[src/rtl/tile_link_arb_if.sv]
// Link arbiter bundle: requester handshakes, outbound link beat, credit return and status.
// Latency: none; this is wiring only.
// Backpressure: req_ready is driven by the arbiter; credit_ret comes from the downstream tile.
interface tile_link_arb_if #(
    parameter int NREQ = 4,
    parameter int W    = 123
);
    localparam int OW = (NREQ > 1) ? $clog2(NREQ) : 1;

    logic [NREQ-1:0]   req_valid;
    logic [NREQ-1:0]   req_last;
    logic [NREQ*W-1:0] req_data;
    logic [NREQ-1:0]   req_ready;
    logic              link_snd;
    logic [W-1:0]      link_data;
    logic              credit_ret;
    logic [OW-1:0]     owner;
    logic              locked;
    logic              cred_err;

    // Requesters and the downstream tile drive the master side.
    modport master (
        output req_valid, req_last, req_data, credit_ret,
        input  req_ready, link_snd, link_data, owner, locked, cred_err
    );

    // The arbiter is the slave side.
    modport slave (
        input  req_valid, req_last, req_data, credit_ret,
        output req_ready, link_snd, link_data, owner, locked, cred_err
    );
endinterface

[src/rtl/tile_link_arb.sv]
// Shares one mesh outbound link among NREQ requesters (port 0 = through-traffic), packets kept atomic.
// Latency: accepted beat appears on link_data/link_snd one cycle after the req_valid&req_ready cycle.
// Backpressure: req_ready is one-hot or zero and drops to zero whenever downstream credits are exhausted.
module tile_link_arb #(
    parameter int NREQ       = 4,
    parameter int W          = 123,
    parameter int CREDITS    = 8,
    parameter int STARVE_MAX = 6
) (
    input  logic              clk,
    input  logic              rst,
    tile_link_arb_if.slave    bus
);
    localparam int OW = (NREQ > 1) ? $clog2(NREQ) : 1;
    localparam int CW = $clog2(CREDITS + 1);
    localparam int SW = $clog2(STARVE_MAX + 1);

    typedef enum logic {S_IDLE, S_LOCK} state_t;

    state_t          r_state, w_state_nxt;
    logic [CW-1:0]   r_cred, w_cred_nxt;
    logic [OW-1:0]   r_rr_ptr, w_rr_nxt;
    logic [OW-1:0]   r_owner, w_owner_nxt;
    logic [SW-1:0]   r_starve, w_starve_nxt;
    logic            r_link_snd;
    logic [W-1:0]    r_link_data;
    logic            r_cred_err;

    logic [NREQ-1:0] w_ready;
    logic            w_found;
    logic [OW-1:0]   w_winner;
    logic [OW-1:0]   w_idx;
    logic [OW-1:0]   w_sel;
    logic            w_has_cred;
    logic            w_xfer;

    // Wrap-around increment so non-power-of-two NREQ also rotates correctly.
    function automatic logic [OW-1:0] f_inc(input logic [OW-1:0] p);
        if (p == OW'(NREQ - 1)) f_inc = '0;
        else                    f_inc = p + OW'(1);
    endfunction

    assign w_has_cred = (r_cred != '0);
    assign w_xfer     = |(w_ready & bus.req_valid);

    // Round-robin scan from rr_ptr, then the starvation override for through-traffic.
    always_comb begin
        w_found  = 1'b0;
        w_winner = '0;
        w_idx    = '0;
        for (int k = 0; k < NREQ; k++) begin
            w_idx = OW'((int'(r_rr_ptr) + k) % NREQ);
            if (!w_found && bus.req_valid[w_idx]) begin
                w_found  = 1'b1;
                w_winner = w_idx;
            end
        end
        if ((r_starve == SW'(STARVE_MAX)) && bus.req_valid[0]) begin
            w_found  = 1'b1;
            w_winner = '0;
        end
    end

    // FSM next state, grants, pointer/owner/starvation updates.
    always_comb begin
        w_state_nxt  = r_state;
        w_rr_nxt     = r_rr_ptr;
        w_owner_nxt  = r_owner;
        w_starve_nxt = r_starve;
        w_ready      = '0;
        w_sel        = r_owner;
        case (r_state)
            S_IDLE: begin
                w_sel = w_winner;
                if (w_has_cred) begin
                    // Only real arbitration cycles age or clear the starvation count.
                    if (bus.req_valid[0] && !(w_found && (w_winner == '0)))
                        w_starve_nxt = (r_starve == SW'(STARVE_MAX)) ? r_starve : r_starve + SW'(1);
                    else
                        w_starve_nxt = '0;
                    if (w_found) begin
                        w_ready[w_winner] = 1'b1;
                        w_owner_nxt       = w_winner;
                        if (bus.req_last[w_winner]) w_rr_nxt    = f_inc(w_winner);
                        else                        w_state_nxt = S_LOCK;
                    end
                end
            end
            S_LOCK: begin
                // Owner keeps the link; ready does not wait on its valid so a stalled
                // owner simply leaves the link idle.
                w_ready[r_owner] = w_has_cred;
                if (w_has_cred && bus.req_valid[r_owner] && bus.req_last[r_owner]) begin
                    w_state_nxt = S_IDLE;
                    w_rr_nxt    = f_inc(r_owner);
                end
            end
            default: w_state_nxt = S_IDLE;
        endcase
    end

    // Credit counter: a transfer and a return in the same cycle cancel out.
    always_comb begin
        w_cred_nxt = r_cred;
        case ({w_xfer, bus.credit_ret})
            2'b10:   w_cred_nxt = r_cred - CW'(1);
            2'b01:   w_cred_nxt = (r_cred == CW'(CREDITS)) ? r_cred : r_cred + CW'(1);
            default: w_cred_nxt = r_cred;
        endcase
    end

    // State registers and the registered link beat.
    always_ff @(posedge clk or negedge rst) begin
        if (!rst) begin
            r_state     <= S_IDLE;
            r_cred      <= CW'(CREDITS);
            r_rr_ptr    <= '0;
            r_owner     <= '0;
            r_starve    <= '0;
            r_link_snd  <= 1'b0;
            r_link_data <= '0;
            r_cred_err  <= 1'b0;
        end else begin
            r_state    <= w_state_nxt;
            r_cred     <= w_cred_nxt;
            r_rr_ptr   <= w_rr_nxt;
            r_owner    <= w_owner_nxt;
            r_starve   <= w_starve_nxt;
            r_link_snd <= w_xfer;
            if (w_xfer)
                r_link_data <= bus.req_data[int'(w_sel)*W +: W];
            if (bus.credit_ret && (r_cred == CW'(CREDITS)))
                r_cred_err <= 1'b1;
        end
    end

    assign bus.req_ready = w_ready;
    assign bus.link_snd  = r_link_snd;
    assign bus.link_data = r_link_data;
    assign bus.owner     = r_owner;
    assign bus.locked    = (r_state == S_LOCK);
    assign bus.cred_err  = r_cred_err;
endmodule

[src/flat_wrapper.sv]
// flat-port wrapper written by rule: the top's interface ports become plain ports
module tile_link_arb_flat 
#(
    parameter int NREQ       = 4,
    parameter int W          = 123,
    parameter int CREDITS    = 8,
    parameter int STARVE_MAX = 6
)
  (clk, rst, bus_req_valid, bus_req_last, bus_req_data, bus_credit_ret, bus_req_ready, bus_link_snd, bus_link_data, bus_owner, bus_locked, bus_cred_err);
  tile_link_arb_if #(.NREQ(NREQ), .W(W)) bus_i ();
  input  logic clk;
  input  logic rst;
  input wire logic [$bits(bus_i.req_valid)-1:0] bus_req_valid;
  input wire logic [$bits(bus_i.req_last)-1:0] bus_req_last;
  input wire logic [$bits(bus_i.req_data)-1:0] bus_req_data;
  input wire logic [$bits(bus_i.credit_ret)-1:0] bus_credit_ret;
  output wire logic [$bits(bus_i.req_ready)-1:0] bus_req_ready;
  output wire logic [$bits(bus_i.link_snd)-1:0] bus_link_snd;
  output wire logic [$bits(bus_i.link_data)-1:0] bus_link_data;
  output wire logic [$bits(bus_i.owner)-1:0] bus_owner;
  output wire logic [$bits(bus_i.locked)-1:0] bus_locked;
  output wire logic [$bits(bus_i.cred_err)-1:0] bus_cred_err;
  assign bus_i.req_valid = bus_req_valid;
  assign bus_i.req_last = bus_req_last;
  assign bus_i.req_data = bus_req_data;
  assign bus_i.credit_ret = bus_credit_ret;
  assign bus_req_ready = bus_i.req_ready;
  assign bus_link_snd = bus_i.link_snd;
  assign bus_link_data = bus_i.link_data;
  assign bus_owner = bus_i.owner;
  assign bus_locked = bus_i.locked;
  assign bus_cred_err = bus_i.cred_err;
  tile_link_arb #(.NREQ(NREQ), .W(W), .CREDITS(CREDITS), .STARVE_MAX(STARVE_MAX)) u_core (.clk(clk), .rst(rst), .bus(bus_i));
endmodule
[config.mk]
export PLATFORM = sky130hd
export DESIGN_NAME = tile_link_arb_flat
export DESIGN_NICKNAME = d
export VERILOG_FILES = /design/src/rtl/tile_link_arb_if.sv /design/src/rtl/tile_link_arb.sv /design/src/flat_wrapper.sv
export SDC_FILE = /design/constraint.sdc
export NUM_CORES = 1
export LEC_CHECK = 0
export CORE_AREA = 2 2 245 247
export CTS_CLUSTER_SIZE = 10
export DETAILED_ROUTE_END_ITERATION = 16
export DIE_AREA = 0 0 247 249
export GPL_TIMING_DRIVEN = 1
export PLACE_DENSITY = 0.5
export SYNTH_ARGS = -nofsm -noshare
export SYNTH_HDL_FRONTEND = slang
export SYNTH_SLANG_ARGS = --single-unit
[constraint.sdc]
create_clock -name clk -period 6.06 [get_ports clk]
set_input_delay 1.212 -clock clk [delete_from_list [all_inputs] [get_ports clk]]
set_output_delay 1.212 -clock clk [all_outputs]
set_load 0.05 [all_outputs]
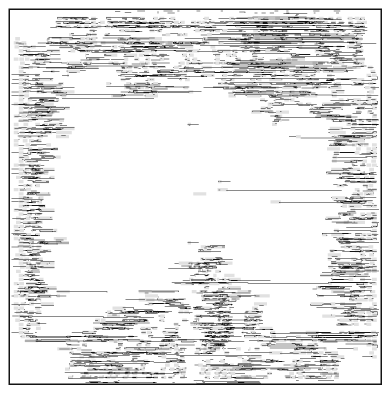
Figure 1: run 1, met1 routing.
(1.5 px per µm) Cells faint in the background.
- main direction: horizontal
- wire length on this layer: 17,100 µm
- longest straight run: 85.6 µm
- share of all routed wire: 40%
final WL: 42,800 µm
total vias in the final route: 9,174
met1 capacity usage during global routing: 0.157

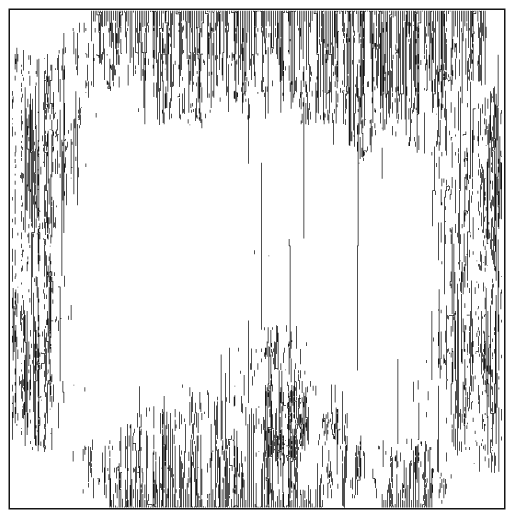
Figure 2: run 1, met2 routing.
(2 px per µm)
- share of all routed wire: 51%
- longest straight run: 93.3 µm
- wire length on this layer: 22.0 mm
- nets with wire on the layer: 1,660
met2 global-route usage: 0.246

==> run summary, run 1 <==
Implementation numbers.

- The clock-pin slew on the worst setup and hold paths reads 0.07 ns.
- The launching element type of the critical path is an input pin.
- The dominant combinational cell family by area after synthesis is multiplexers.
- The detailed placer reported the number of placed instances as 2,179.
- The kind of cell with the highest combined delay along the critical path is buffers and inverters.
- The via count normalized by instance count reads 4.15.
- The net count of the finished layout reads about 1,900.
- The number of slew-limit violations in the final report reads 0.
- The combinational share of cell area is 0.313.
- The number of detailed-route iterations in the first pass is 6.
- STA classifies the critical path endpoint as an output pin.
- Setup total negative slack on the finished layout was measured at 0 ns.
- The most common cell in the synthesized netlist is mux2i_1.
- The flip-flop count of the largest register after layout is 123.
- The transition time recorded at the tightest slew-check pin is between 0.8 and 0.9 ns.
- The number of enable flip-flop cells is 0.
- At the worst endpoint, the required time is 4.85 ns.
- The die area is 61,500 µm².
- The region available for standard cell placement spans a little under 60,000 µm².
- The clock latency at the later pin of the worst-skew pair is between 0.4 and 0.5 ns.
- The cell count in the Yosys report reads 823.
- The sequential cell area in the final layout is 3430 µm².
- The number of clock sinks is 137.
- The report lists the cells along the critical path as clkdlybuf4s50_1, a21bo_1, a221oi_1, nand2_1, inv_1, ha_1, nor2b_1, a22oi_2, nor2_1, clkdlybuf4s50_1.
- The total of flip-flops plus latches after synthesis reads between 100 and 150.
- The aggregate global-route resource usage is 0.137.
- The final worst-path cycle share reads 0.928.
- The total overflow left after global routing is 0.
- roughly 600 cells are multi-input combinational gates.
- Sequential cells placed in the final layout were counted as 137.
- The starting density of the core is 0.155.
- The logic area reads 5330 µm².
- The CTS tree is yes.
- The slowest cell on the critical path is clkdlybuf4s50_1.
- In this run the VDD rail shows a maximum IR drop of between 0.5 and 0.6 mV.
- The number of OpenROAD warnings reads 36.
- The report shows a maximum critical-path fanout of 7.
- The number of primary I/O pins is 635.
- Sorting the synthesized cells by how often they occur yields mux2i_1, dfrtp_1, nor2_1, a221oi_2, a221oi_1.
- Per the run summary, max-cap violations total 0.
- The remaining antenna violation count is 0.
- Setup repair after global routing left no endpoint under its margin.
- The final total power is 0.0101 W.
- In this run the most used layer during global routing was met2.
- Measured on the final layout, buffering overhead outside the clock network stands at 0.387.
- For the completed layout, the total cell area is recorded as 17,000 µm².
- After synthesis, the share of cell area in mux cells is 0.280.
- The worst setup timing slack at the placement stage is 0.445 ns.
- The placer congestion estimate reads 0.885.
- The post-synthesis net count reads 1,339.
- The cell with the most instances on the worst path is clkdlybuf4s50_1.
- The cell-mix breakdown from Yosys lists the compound-gate area share as 0.200.
- The share of the synthesized netlist area taken by xor and xnor gates reads 0.00385.
- Per the repair_timing log after CTS, setup buffers inserted total 0.
- The root buffer cell is clkbuf_16.
- After synthesis the cells add up to 9110 µm².
- The final setup violation count reads 0.
- The final design utilization is 0.290.
- The number of filler cells placed in the layout is ~6,100.
- The highest signal layer in the routed design reads met5.
- The post-cts gate resize count reads 0.
- The number of antenna diodes in the final layout is 1.
- The fraction of layout cells with a size suffix above 1 is 0.102.
- The floorplan step set the die width to between 200 and 250 µm.
- The area of the synthesized netlist per yosys stat is 9110 µm².
- The predominant post-synthesis flop cell is dfrtp_1.
- The number of well taps is 773.
- The flop share of the area is 0.202.
- Measured on the final layout, the clock distribution area share stands at 0.0380.
- The startpoint-to-endpoint class of the critical path is in2out.
- The first global-routing pass estimated 62,400 µm of wire.
- The sum of routed wire segments on met1 is 17,100 µm.
- The count of hold buffers inserted by post-cts repair reads 0.
- The share of synthesized area occupied by flip-flops and latches is 0.377.
- In this build the clock could be raised as far as 0.178 GHz.
- The minimum period implied by the final worst setup slack reads between 5 and 6 ns.
- The total clock buffers created by CTS reads 17.
- The total buffers and inverters traversed by the critical path is 3.
- The layout has 13 inverters outside the clock class.
- The height of the chip reads 249 µm.
- The via count of the first global-routing pass reads 9,654.
- The placed wire-length estimate after detailed placement reads 33,400 µm.
- The maximum level of the CTS H-tree reads 4.
- The mean routed wirelength per cell reads 19.3 µm.
- The cell taking the most area after synthesis is dfrtp_1.
- For reference, the final report shows the hold violation count at 0.
- The largest net degree at the start of global routing is 127.
- By area the synthesized netlist is led by dfrtp_1, mux2i_1, a221oi_2.
- Wire segments on met3 add up to 3000 µm in the final route.
- Per the detail_route log, met2 wirelength is 22,000 µm.
- The post-place instance area reads 16,400 µm².
- The leakage power total reads ~6.7 nW.
- The count of clock-net buffers in the final layout is 17.
- Looking at the clock tree report, the maximum root-to-sink buffer count equals 2.
- The run finished with clean final reports.
- The top cell class by occupied area is non-clock buffers.
- The number of design rule violations left after detail routing is 0.
- The fraction of the mapped netlist area in adder cells reads 0.0187.
- The floorplan has 89 rows.
- The worst slew margin relative to its limit is 0.417.
- The number of input and output port buffers inserted is about 630.
- The post-synthesis share of cell area spent on and, or, nand and nor gates reads 0.0805.
- The area fraction of the dominant cell type after synthesis is 0.374.
- The area added between synthesis and finish reads 86.8%.
- The largest single stage delay on the critical path is 0.82 ns.
- The first routing iteration left 366 violations.
- The synthesis report lists the Yosys warning total as 0.
- The script computed a power per unit cell area of 592 nW/µm².
- Counting only logic cells after layout, the most numerous master is clkdlybuf4s50_1.
- In the layout the commonest cells are clkdlybuf4s50_1, mux2i_1, dfrtp_1.
- Synthesis handed over a netlist of around 800 instances.
- The class of the tightest hold or removal check is reg2reg.
- The async set-reset flop share out of synthesis reads 1.00.
- Hold timing on the final database bottoms out at a slack of between 0.4 and 0.5 ns.
- The number of antenna violations at the first check in global routing came to 2.
- The final standard cell count with taps included and fillers excluded reads 2,211.
- Across the routed clock network, the largest skew measured is 0.00909 ns.
- Leaving out the clock tree, the finished layout contains a buffer count of around 650.
- The fraction of met3 tracks used by global routing is 0.0363.
- The mean instance size in the synthesized netlist is 11.1 µm².
- The post-route worst setup slack reads approximately 0.44 ns.
- The arrival time at the worst endpoint reads 4.41 ns.
- The number of library cell types mapped by synthesis is about 50.
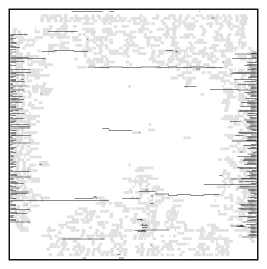
Figure 3: run 1, the metal 3 layer.
(1 px per µm) Cells faint in the background.
- share of all routed wire: 7.0%
- longest straight run: 98.2 µm
- wire length on this layer: 3,000 µm

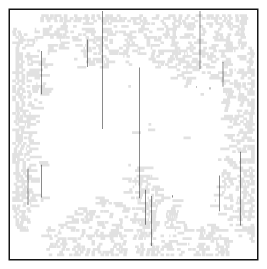
Figure 4: run 1, M4 wires.
(1 px per µm) Cells faint in the background.
- longest straight run: 131 µm
- share of all routed wire: 1.6%
- main direction: vertical

run 1: worst paths after layout:
kind                                      from  depth (start not counted)  slack [ns]                        to
setup / recovery              bus_req_valid[1]                         10        0.44          bus_req_ready[1]
hold / removal             u_core.bus.cred_err                          1        0.47       u_core.bus.cred_err
setup reg to reg            u_core.r_rr_ptr[1]                         16        1.91          u_core.r_cred[3]
hold reg to reg            u_core.bus.cred_err                          1        0.47       u_core.bus.cred_err
max in group asynchronous                  rst                          2        4.28  u_core.bus.link_data[59]
min in group asynchronous                  rst                          1        0.68   u_core.bus.link_data[8]
run 1: power by group:
part	internal, W	leakage, nW	switching (W)
clock network	0.000730	0.306	0.000471
registers	0.00143	1.52	0.000329
logic	0.00278	4.87	0.00433
total	0.00493	6.69	0.00513
Figure 5. Track usage over the die (run 1).
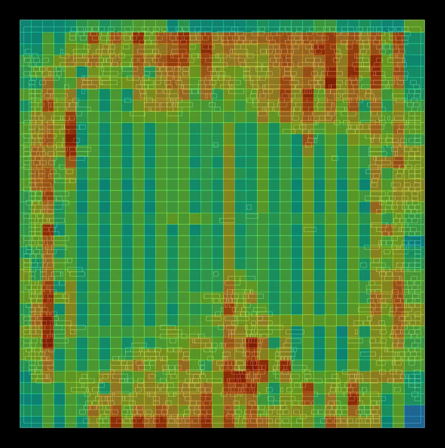

==> run 2, diff against run 1 <==
Settings changed: REMOVE_ABC_BUFFERS from default to 1, SETUP_SLACK_MARGIN from default to 0.4.
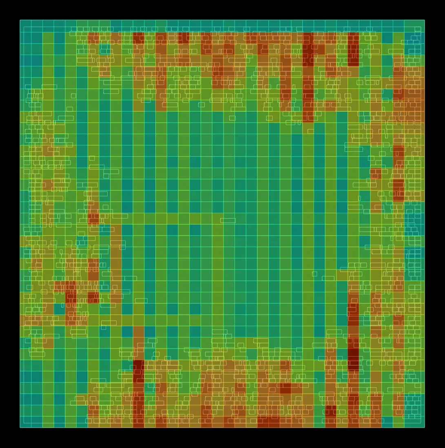
Figure 6: run 2, track usage over the die.
layer with the highest usage after global routing: met2
final core utilization: 0.289
met1 capacity usage during global routing: 0.145
global-route usage over all layers: 0.132
met3 layer usage reported by global route: 0.0381

==> run 2 against run 1 <==
Against the previous run:
- first-iteration DRC count increased by 7.1%
- combinational power decreased by 0.6%
- power decreased by 0.88%
- wire length decreased by 2.0%
- worst setup slack improved by 0.21 ns
- synthesized cell count unchanged
- clock skew about the same
- worst hold slack improved by 0.024 ns
- global-route usage decreased by 0.45 points
- largest power group unchanged
- clock power about the same
==> run summary, run 2 <==
Implementation numbers.

- The post-route worst setup slack reads 0.643 ns (+0.206 ns).
- The maximum net fanout on the critical path reads 11 (+4).
- The maximum VDD drop is 0.493 mV (-15%).
- The routed length on met3 reads 2940 µm (-1.9%).
- The leading power group is combinational logic.
- The number of antenna violations at the first check in global routing reads 2 (unchanged).
- The mean instance size in the synthesized netlist is 11.1 µm² (unchanged).
- The placer congestion estimate reads 0.826 (-6.6%).
- The worst clock skew on the final layout reads 0.00912 ns (+0.0000309 ns).
- The number of clock sinks is 137 (unchanged).
- The met2 demand-to-capacity share in global routing is 0.246 (about the same).
- The hold path endpoint is u_core.bus.link_data[107].
- The minimum period implied by the final worst setup slack came to 5.42 ns (-0.206 ns).
- The largest net degree at the start of global routing reads 127 (unchanged).
- The iteration-0 DRC count of the detailed router was 392 (+7.1%).
- The sum of routed wire segments on met1 reads 16,300 µm (-4.8%).
- The flip-flop count of the largest register after layout is 123 (unchanged).
- The area fraction of the dominant cell type after synthesis is 0.374 (unchanged).
- The count of vias placed by the detailed router reads 9,129 (-0.49%).
- The number of design rule violations left after detail routing was 0 (unchanged).
- Among all flip-flop cells after synthesis, the most frequent one is dfrtp_1.
- The area inside the core boundary is 58,700 µm² (unchanged).
- The total detailed-routing wirelength is 41,900 µm (-2.0%).
- The number of detailed-route iterations in the first pass reads 4 (-2).
- The clock latency at the later pin of the worst-skew pair is 0.48 ns (about the same).
- The post-layout instance area reads 17,000 µm² (-0.24%).
- The number of primary I/O pins reads 635 (unchanged).
- The cell taking the most area after synthesis reads dfrtp_1.
- The placed wire-length estimate after detailed placement was 31,600 µm (-5.5%).
- The async set-reset flop share out of synthesis is 1.00 (unchanged).
- The number of slew-limit violations in the final report came to 0 (unchanged).
- The launch instance of the worst register-to-register path reads u_core.r_rr_ptr[1].
- The remaining antenna violation count reads 0 (unchanged).
- The end point of the critical path reads bus_req_ready[0].
- The logic gate share of total power was 0.709 (+0.003).
- The relative contribution of sequential cells to total power was 0.174 (about the same).
- The final total power is 0.00997 W (-0.88%).
- The number of input and output port buffers inserted came to 634 (unchanged).
- The power in sequential cells is 0.00173 W (about the same).
- The delay of the slowest cell on the worst path reads 0.75 ns (-0.07 ns).
- The CTS tree is yes.
- The post-synthesis cell type with the largest instance count reads mux2i_1.
- The combinational cell power is 0.00707 W (-0.6%).
- The maximum buffer depth of the clock tree reads 2 (unchanged).
- The internal power summed over all cells reads 0.00488 W (-1.1%).
- The final count of hold timing violations is 0 (unchanged).
- The total negative setup slack is 0 ns (unchanged).
- The share of synthesized area occupied by flip-flops and latches came to 0.377 (unchanged).
- The instance count on the critical path reads 11 (+1).
- The area of the synthesized netlist per yosys stat is 9110 µm² (unchanged).
- The worst setup timing slack at the placement stage was 0.664 ns (+0.218 ns).
- The net switching power figure is 0.00510 W (-0.69%).
- The total of flip-flops plus latches after synthesis is 137 (unchanged).
- The worst slew margin relative to its limit reads 0.364 (-0.0536).
- Between the synthesized netlist and the finished layout, the area growth was recorded as 86.3%.
- The height of the chip is 249 µm (unchanged).
- The tree is rooted in a clkbuf_16.
- The maximum level of the CTS H-tree is 4 (unchanged).
- The width of the die is 247 µm (unchanged).
- The total buffers and inverters traversed by the critical path is 3 (unchanged).
- The arrival time at the worst endpoint is 4.20 ns (-0.21 ns).
- STA classifies the critical path startpoint as an input pin.
- The post-synthesis cell area is 9110 µm² (unchanged).
- The startpoint-to-endpoint class of the critical path reads in2out.
- For this design, the slowest cell found on the critical path is clkdlybuf4s50_1.
- The total power per unit cell area reads 588 nW/µm² (-0.65%).
- The clock network power consumption reads 0.00117 W (about the same).
- The largest delay contributor family on the critical path is buffers and inverters.
- The wire length of the first global-routing pass is 60,900 µm (-2.5%).
- In the layout the commonest cells are clkdlybuf4s50_1, mux2i_1, dfrtp_1.
- The cell count in the Yosys report reads 823 (unchanged).
- In this run the most critical hold path is launched from u_core.bus.link_data[107].
- The number of cells on the worst reg-to-reg path reads 16 (unchanged).
- The number of rows in the core area was 89 (unchanged).
- The tally of max-capacitance violations reads 0 (unchanged).
- The critical path goes through clkdlybuf4s50_1, nor2b_1, o21ai_1, nand2_1, nor2_1, inv_1, ha_1, nor2b_1, a22oi_2, nor2_1, clkdlybuf4s50_1.
- By count the netlist is led by mux2i_1, dfrtp_1, nor2_1, a221oi_2, a221oi_1.
- The final standard cell count with taps included and fillers excluded was 2,208 (-0.14%).
- The instance count after placement with tap cells included reads 2,174 (-0.23%).
- Per STA, the startpoint of the critical path is bus_req_valid[0].
- Leaving out fill and tap cells, the most frequent cell in the layout is clkdlybuf4s50_1.
- The post-synthesis cell count is 823 (unchanged).
- Yosys attributes the largest share of cell area to dfrtp_1, mux2i_1, a221oi_2.
- The number of OpenROAD warnings reads 36 (unchanged).
- The via count of the first global-routing pass was 9,681 (+0.28%).
- The number of library cell types mapped by synthesis came to 50 (unchanged).
- The flow ran to the end, and the final reports show no timing, DRC or antenna violations.
- The final worst-path cycle share is 0.894 (-0.0339).
- The element type at the critical path end is an output pin.
- The die area reads 61,500 µm² (unchanged).
- The fraction of layout cells with a size suffix above 1 is 0.0984 (-0.00321).
- The number of enable flip-flop cells reads 0 (unchanged).
- The setup slack on the worst flop-to-flop path is 2.09 ns (+0.18 ns).
- The clock group share of total power was 0.117 (-0.002).
- The routed length on met2 was 22,100 µm (+0.45%).
- The leakage power total came to 6.67 nW (-0.34%).
- The final setup violation count came to 0 (unchanged).
- The fraction of power spent switching nets reads 0.511 (+0.00101).
- The count of hold buffers inserted by post-cts repair reads 0 (unchanged).
- The remaining global-route overflow was 0 (unchanged).
- The clock-pin slew on the worst setup and hold paths reads 0.06 ns (about the same).
- The transition time at the pin with the least slew margin came to 0.947 ns (+0.0725 ns).
- The total clock buffers created by CTS was 17 (unchanged).
- The via count normalized by instance count was 4.13 (-0.36%).
- The post-place instance area was 16,300 µm² (-0.15%).
- The class of the tightest hold or removal check reads reg2reg.
- The net count of the finished layout is 1,936 (-0.26%).
- The highest signal layer in the routed design reads met4.
- The cell depth of the worst min-delay path is 1 (unchanged).
- Setup repair after global routing left no endpoint under its margin.
- The warning count from the yosys run is 0 (unchanged).
- The starting density of the core reads 0.155 (unchanged).
- In this run the critical register-to-register path is captured at u_core.r_cred[3].
- The mean routed wirelength per cell is 19.0 µm (-1.9%).
- The final hold slack is 0.495 ns (+0.0238 ns).
- The required time reported for the critical path endpoint is 4.85 ns (about the same).
- The highest achievable clock rate reads 0.185 GHz (+3.8%).
==> run 2: what timing repair did <==
action | CTS | global route
endpoints found under the setup margin | 0 | 1
buffers inserted | 0 | 0
gates resized | 0 | 1
==> run 2: cell type report <==
cell class,instances,area [µm²]
Antenna cell,2,5.00
Clock buffer,18,429
Clock inverter,14,198
Fill cell,6036,41700
Inverter,13,51.3
Multi-Input combinational cell,602,5330
Sequential cell,137,3430
Tap cell,773,967
Timing Repair Buffer,649,6560
==> run 2: cell families (layout without fill, tap and decap cells) <==
family	Yosys count	count (layout)	synth area share
compound gates	155	155	0.200
xor+xnor	4	4	0.00385
fa+ha+maj	13	13	0.0187
buf+inv	84	694	0.0408
flops	137	137	0.377
mux	252	252	0.280
other cells	0	2	0
simple gates	178	178	0.0805
Figure 7. Met1 routing (run 2).
(1.5 px per µm) Cells faint in the background.
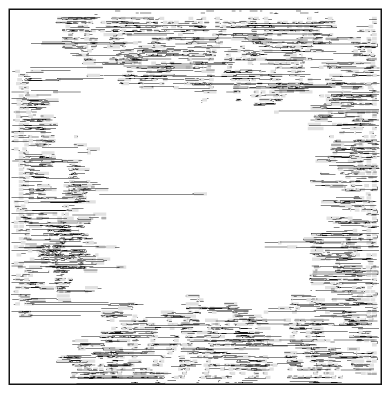

==> run 3, diff against run 2 <==
Settings changed: PLACE_DENSITY 0.5 to 0.46, SKIP_CTS_REPAIR_TIMING from default to 1.
Clock period 6.06 ns to 6.4 ns, I/O delays scaled along.
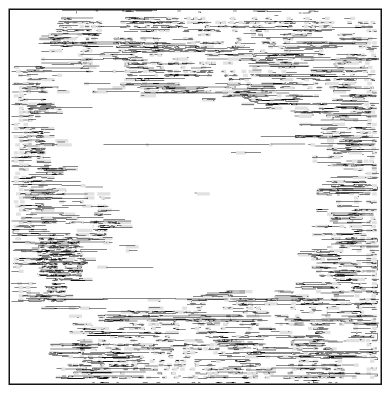
Figure 8: run 3, met1 routing.
(1.5 px per µm) Cells faint in the background.
- share of all routed wire: 39%
- nets with wire on the layer: 1,691
total vias in the final route: 9,071
met1 capacity usage during global routing: 0.157

==> run 3 against run 2 <==
Against the previous run:
- final cell count grew 0.59%
- power shrank 3.8%
- die area is the same
- register-to-register slack gained 0.28 ns
- combinational power shrank 3.4%
- largest power group unchanged
==> run summary, run 3 <==
Implementation numbers.

- The flow ran to the end, and the final reports show no timing, DRC or antenna violations.
- The sequential cell area in the final layout reads 3430 µm² (unchanged).
- The CTS tree is yes.
- The iteration-0 DRC count of the detailed router was 334 (-15%).
- The fraction of power spent switching nets reads 0.507 (-0.00434).
- The hold path endpoint reads u_core.bus.link_data[107].
- The final count of hold timing violations reads 0 (unchanged).
- The area of the synthesized netlist per yosys stat is 9110 µm² (unchanged).
- The total power per unit cell area is 561 nW/µm² (-4.5%).
- The post-route worst setup slack reads 0.815 ns (+0.172 ns).
- The relative contribution of sequential cells to total power reads 0.171 (-0.003).
- The net count of the finished layout is 1,951 (+0.77%).
- The worst slew margin relative to its limit is 0.360 (-0.00398).
- The worst setup path is of the in2out kind.
- The capture instance of the worst register-to-register path is u_core.r_cred[3].
- The number of slew-limit violations in the final report is 0 (unchanged).
- The net switching power figure was 0.00486 W (-4.6%).
- The worst setup path startpoint is bus_req_valid[0].
- The maximum level of the CTS H-tree is 4 (unchanged).
- The cell depth of the worst min-delay path came to 1 (unchanged).
- The height of the chip is 249 µm (unchanged).
- The highest achievable clock rate is ~0.18 GHz.
- The cell with the most instances on the worst path is clkdlybuf4s50_1.
- The worst setup timing slack at the placement stage is 0.646 ns (-0.0179 ns).
- The area added between synthesis and finish is 87.8%.
- The largest delay contributor family on the critical path is buffers and inverters.
- The launching element type of the critical path reads an input pin.
- The routed length on met2 reads 22,700 µm (+2.7%).
- The antenna diode instance count is 0 (-2).
- The number of antenna violations at the first check in global routing reads 0 (-2).
- The clock network power consumption is 0.00112 W (-4%).
- The final worst-path cycle share reads 0.873.
- The required time reported for the critical path endpoint reads 5.12 ns (+0.27 ns).
- The final design utilization reads 0.292 (+0.00232).
- The number of enable flip-flop cells is 0 (unchanged).
- The logic area reads 5340 µm² (+0.12%).
- By instance count after routing, the leading logic cell types are clkdlybuf4s50_1, mux2i_1, dfrtp_1.
- The via count of the first global-routing pass reads 9,651 (-0.31%).
- The tally of max-capacitance violations is 0 (unchanged).
- The final setup violation count is 0 (unchanged).
- The number of clock sinks is 137 (unchanged).
- The combinational cell power is 0.00683 W (-3.4%).
- The cell count in the Yosys report reads 823 (unchanged).
- The remaining antenna violation count reads 0 (unchanged).
- The number of design rule violations left after detail routing is 0 (unchanged).
- The number of filler cells placed in the layout came to 6,053 (+0.28%).
- The synthesis report names the predominant flop master as dfrtp_1.
- The critical path goes through clkdlybuf4s50_1, a21bo_1, a221oi_2, nand2_1, inv_1, ha_1, nor2b_1, a22oi_2, nor2_1, clkdlybuf4s50_1.
- The remaining global-route overflow is 0 (unchanged).
- The delay of the slowest cell on the worst path was 0.82 ns (+0.07 ns).
- The setup slack on the worst flop-to-flop path is 2.37 ns (+0.28 ns).
- The aggregate global-route resource usage reads 0.138 (+0.00603).
- The root buffer cell reads clkbuf_16.
- The instance count on the critical path is 10 (-1).
- The element type at the critical path end is an output pin.
- The maximum net fanout on the critical path is 11 (unchanged).
- The number of primary I/O pins reads 635 (unchanged).
- The sum of routed wire segments on met1 came to 17,200 µm (+5.7%).
- The clock-pin slew on the worst setup and hold paths reads 0.06 ns (about the same).
- The launch instance of the worst register-to-register path reads u_core.r_rr_ptr[1].
- The largest net degree at the start of global routing reads 127 (unchanged).
- The number of cells on the worst reg-to-reg path reads 15 (-1).
- The total detailed-routing wirelength was 43,700 µm (+4.4%).
- The flip-flop count of the largest register after layout is 123 (unchanged).
- The logic gate share of total power is 0.712 (+0.003).
- The post-synthesis cell count is 823 (unchanged).
- The number of library cell types mapped by synthesis is 50 (unchanged).
- The leading power group reads combinational logic.
- The share of synthesized area occupied by flip-flops and latches is 0.377 (unchanged).
- The number of input and output port buffers inserted is 634 (unchanged).
- The final standard cell count with taps included and fillers excluded is 2,221 (+0.59%).
- In the post-synthesis netlist, the biggest area contributors are dfrtp_1, mux2i_1, a221oi_2.
- The cell taking the most area after synthesis is dfrtp_1.
- The internal power summed over all cells was 0.00474 W (-2.9%).
- The worst clock skew on the final layout is 0.0186 ns (+0.00945 ns).
- The total buffers and inverters traversed by the critical path reads 3 (unchanged).
- The slowest cell on the critical path is clkdlybuf4s50_1.
- The post-place instance area is 16,500 µm² (+0.77%).
- The maximum buffer depth of the clock tree reads 2 (unchanged).
- The total clock buffers created by CTS is 17 (unchanged).
- The via count normalized by instance count reads 4.08 (-1.2%).
- The arrival time at the worst endpoint is 4.30 ns (+0.10 ns).
- The final total power is 0.00960 W (-3.8%).
- The number of detailed-route iterations in the first pass is 4 (unchanged).
- The placed wire-length estimate after detailed placement is 33,900 µm (+7.4%).
- The instance count after placement with tap cells included is 2,189 (+0.69%).
- The transition time at the pin with the least slew margin is 0.952 ns (+0.00570 ns).
- The routed length on met3 was 3350 µm (+14%).
- The post-layout instance area is 17,100 µm² (+0.80%).
- The number of OpenROAD warnings is 34 (-5.6%).
- The post-synthesis cell type with the largest instance count reads mux2i_1.
- The async set-reset flop share out of synthesis was 1.00 (unchanged).
- The final hold slack is 0.512 ns (+0.0170 ns).
- The mean routed wirelength per cell reads 19.7 µm (+3.8%).
- The die area is 61,500 µm² (unchanged).
- The area inside the core boundary reads 58,700 µm² (unchanged).
- The power in sequential cells is 0.00164 W (-5%).
- The placer congestion estimate is 0.820 (-0.76%).
- Per the detail_route log, the uppermost layer with routed signals is met4.
- The starting density of the core reads 0.155 (unchanged).
- The clock latency at the later pin of the worst-skew pair reads 0.48 ns (about the same).
- The width of the die was 247 µm (unchanged).
- The clock group share of total power came to 0.117 (about the same).
- According to the hold report, the worst path is of the reg2reg type.
- The worst path needs roughly 5.6 ns of the cycle, external delays included.
- The area fraction of the dominant cell type after synthesis came to 0.374 (unchanged).
- For reference, the top cells by count after synthesis are mux2i_1, dfrtp_1, nor2_1, a221oi_2, a221oi_1.
- The total of flip-flops plus latches after synthesis reads 137 (unchanged).
- The fraction of layout cells with a size suffix above 1 reads 0.108 (+0.0100).
- The dominant logic cell type in the layout is clkdlybuf4s50_1.
- The startpoint of the lowest-slack hold path reads u_core.bus.link_data[107].
- The number of rows in the core area is 89 (unchanged).
- The end point of the critical path reads bus_req_ready[1].
- The post-synthesis cell area reads 9110 µm² (unchanged).
- The warning count from the yosys run is 0 (unchanged).
- The maximum VDD drop is 0.369 mV (-25%).
- The mean instance size in the synthesized netlist is 11.1 µm² (unchanged).
- The leakage power total reads 6.76 nW (+1.3%).
- The total negative setup slack is 0 ns (unchanged).
- The wire length of the first global-routing pass reads 63,200 µm (+3.7%).
- Setup repair after global routing left no endpoint under its margin.
==> run 3: cell counts after synthesis <==
No cell type changed its count.
==> run 3: cells by family (layout without fill, tap and decap cells) <==
logic type,Yosys count,in the layout,synth area share
xor gates and xnor gates,4,4,0.00385
and+or+nand+nor,178,178,0.0805
buffers and inverters,84,709,0.0408
DFF,137,137,0.377
muxes,252,252,0.280
adders and majority gates,13,13,0.0187
AOI/OAI and AO/OA,155,155,0.200
==> run 3: layout make-up <==
cell class              count  area share
multi-input cells         602       0.312
flip-flops and latches    137       0.200
inverters                  13     0.00300
clock inverters            11     0.00987
repair buffers            664       0.391
well taps                 773      0.0565
clock buffers              21      0.0275
==> run 3: per-layer routing <==
layer	GRT usage	vias up
met1	0.157	4336
met4	0.0363	0
met5	0	-
met2	0.253	342
met3	0.0379	20
li1	-	4373
Power and IR drop assume default switching activity.
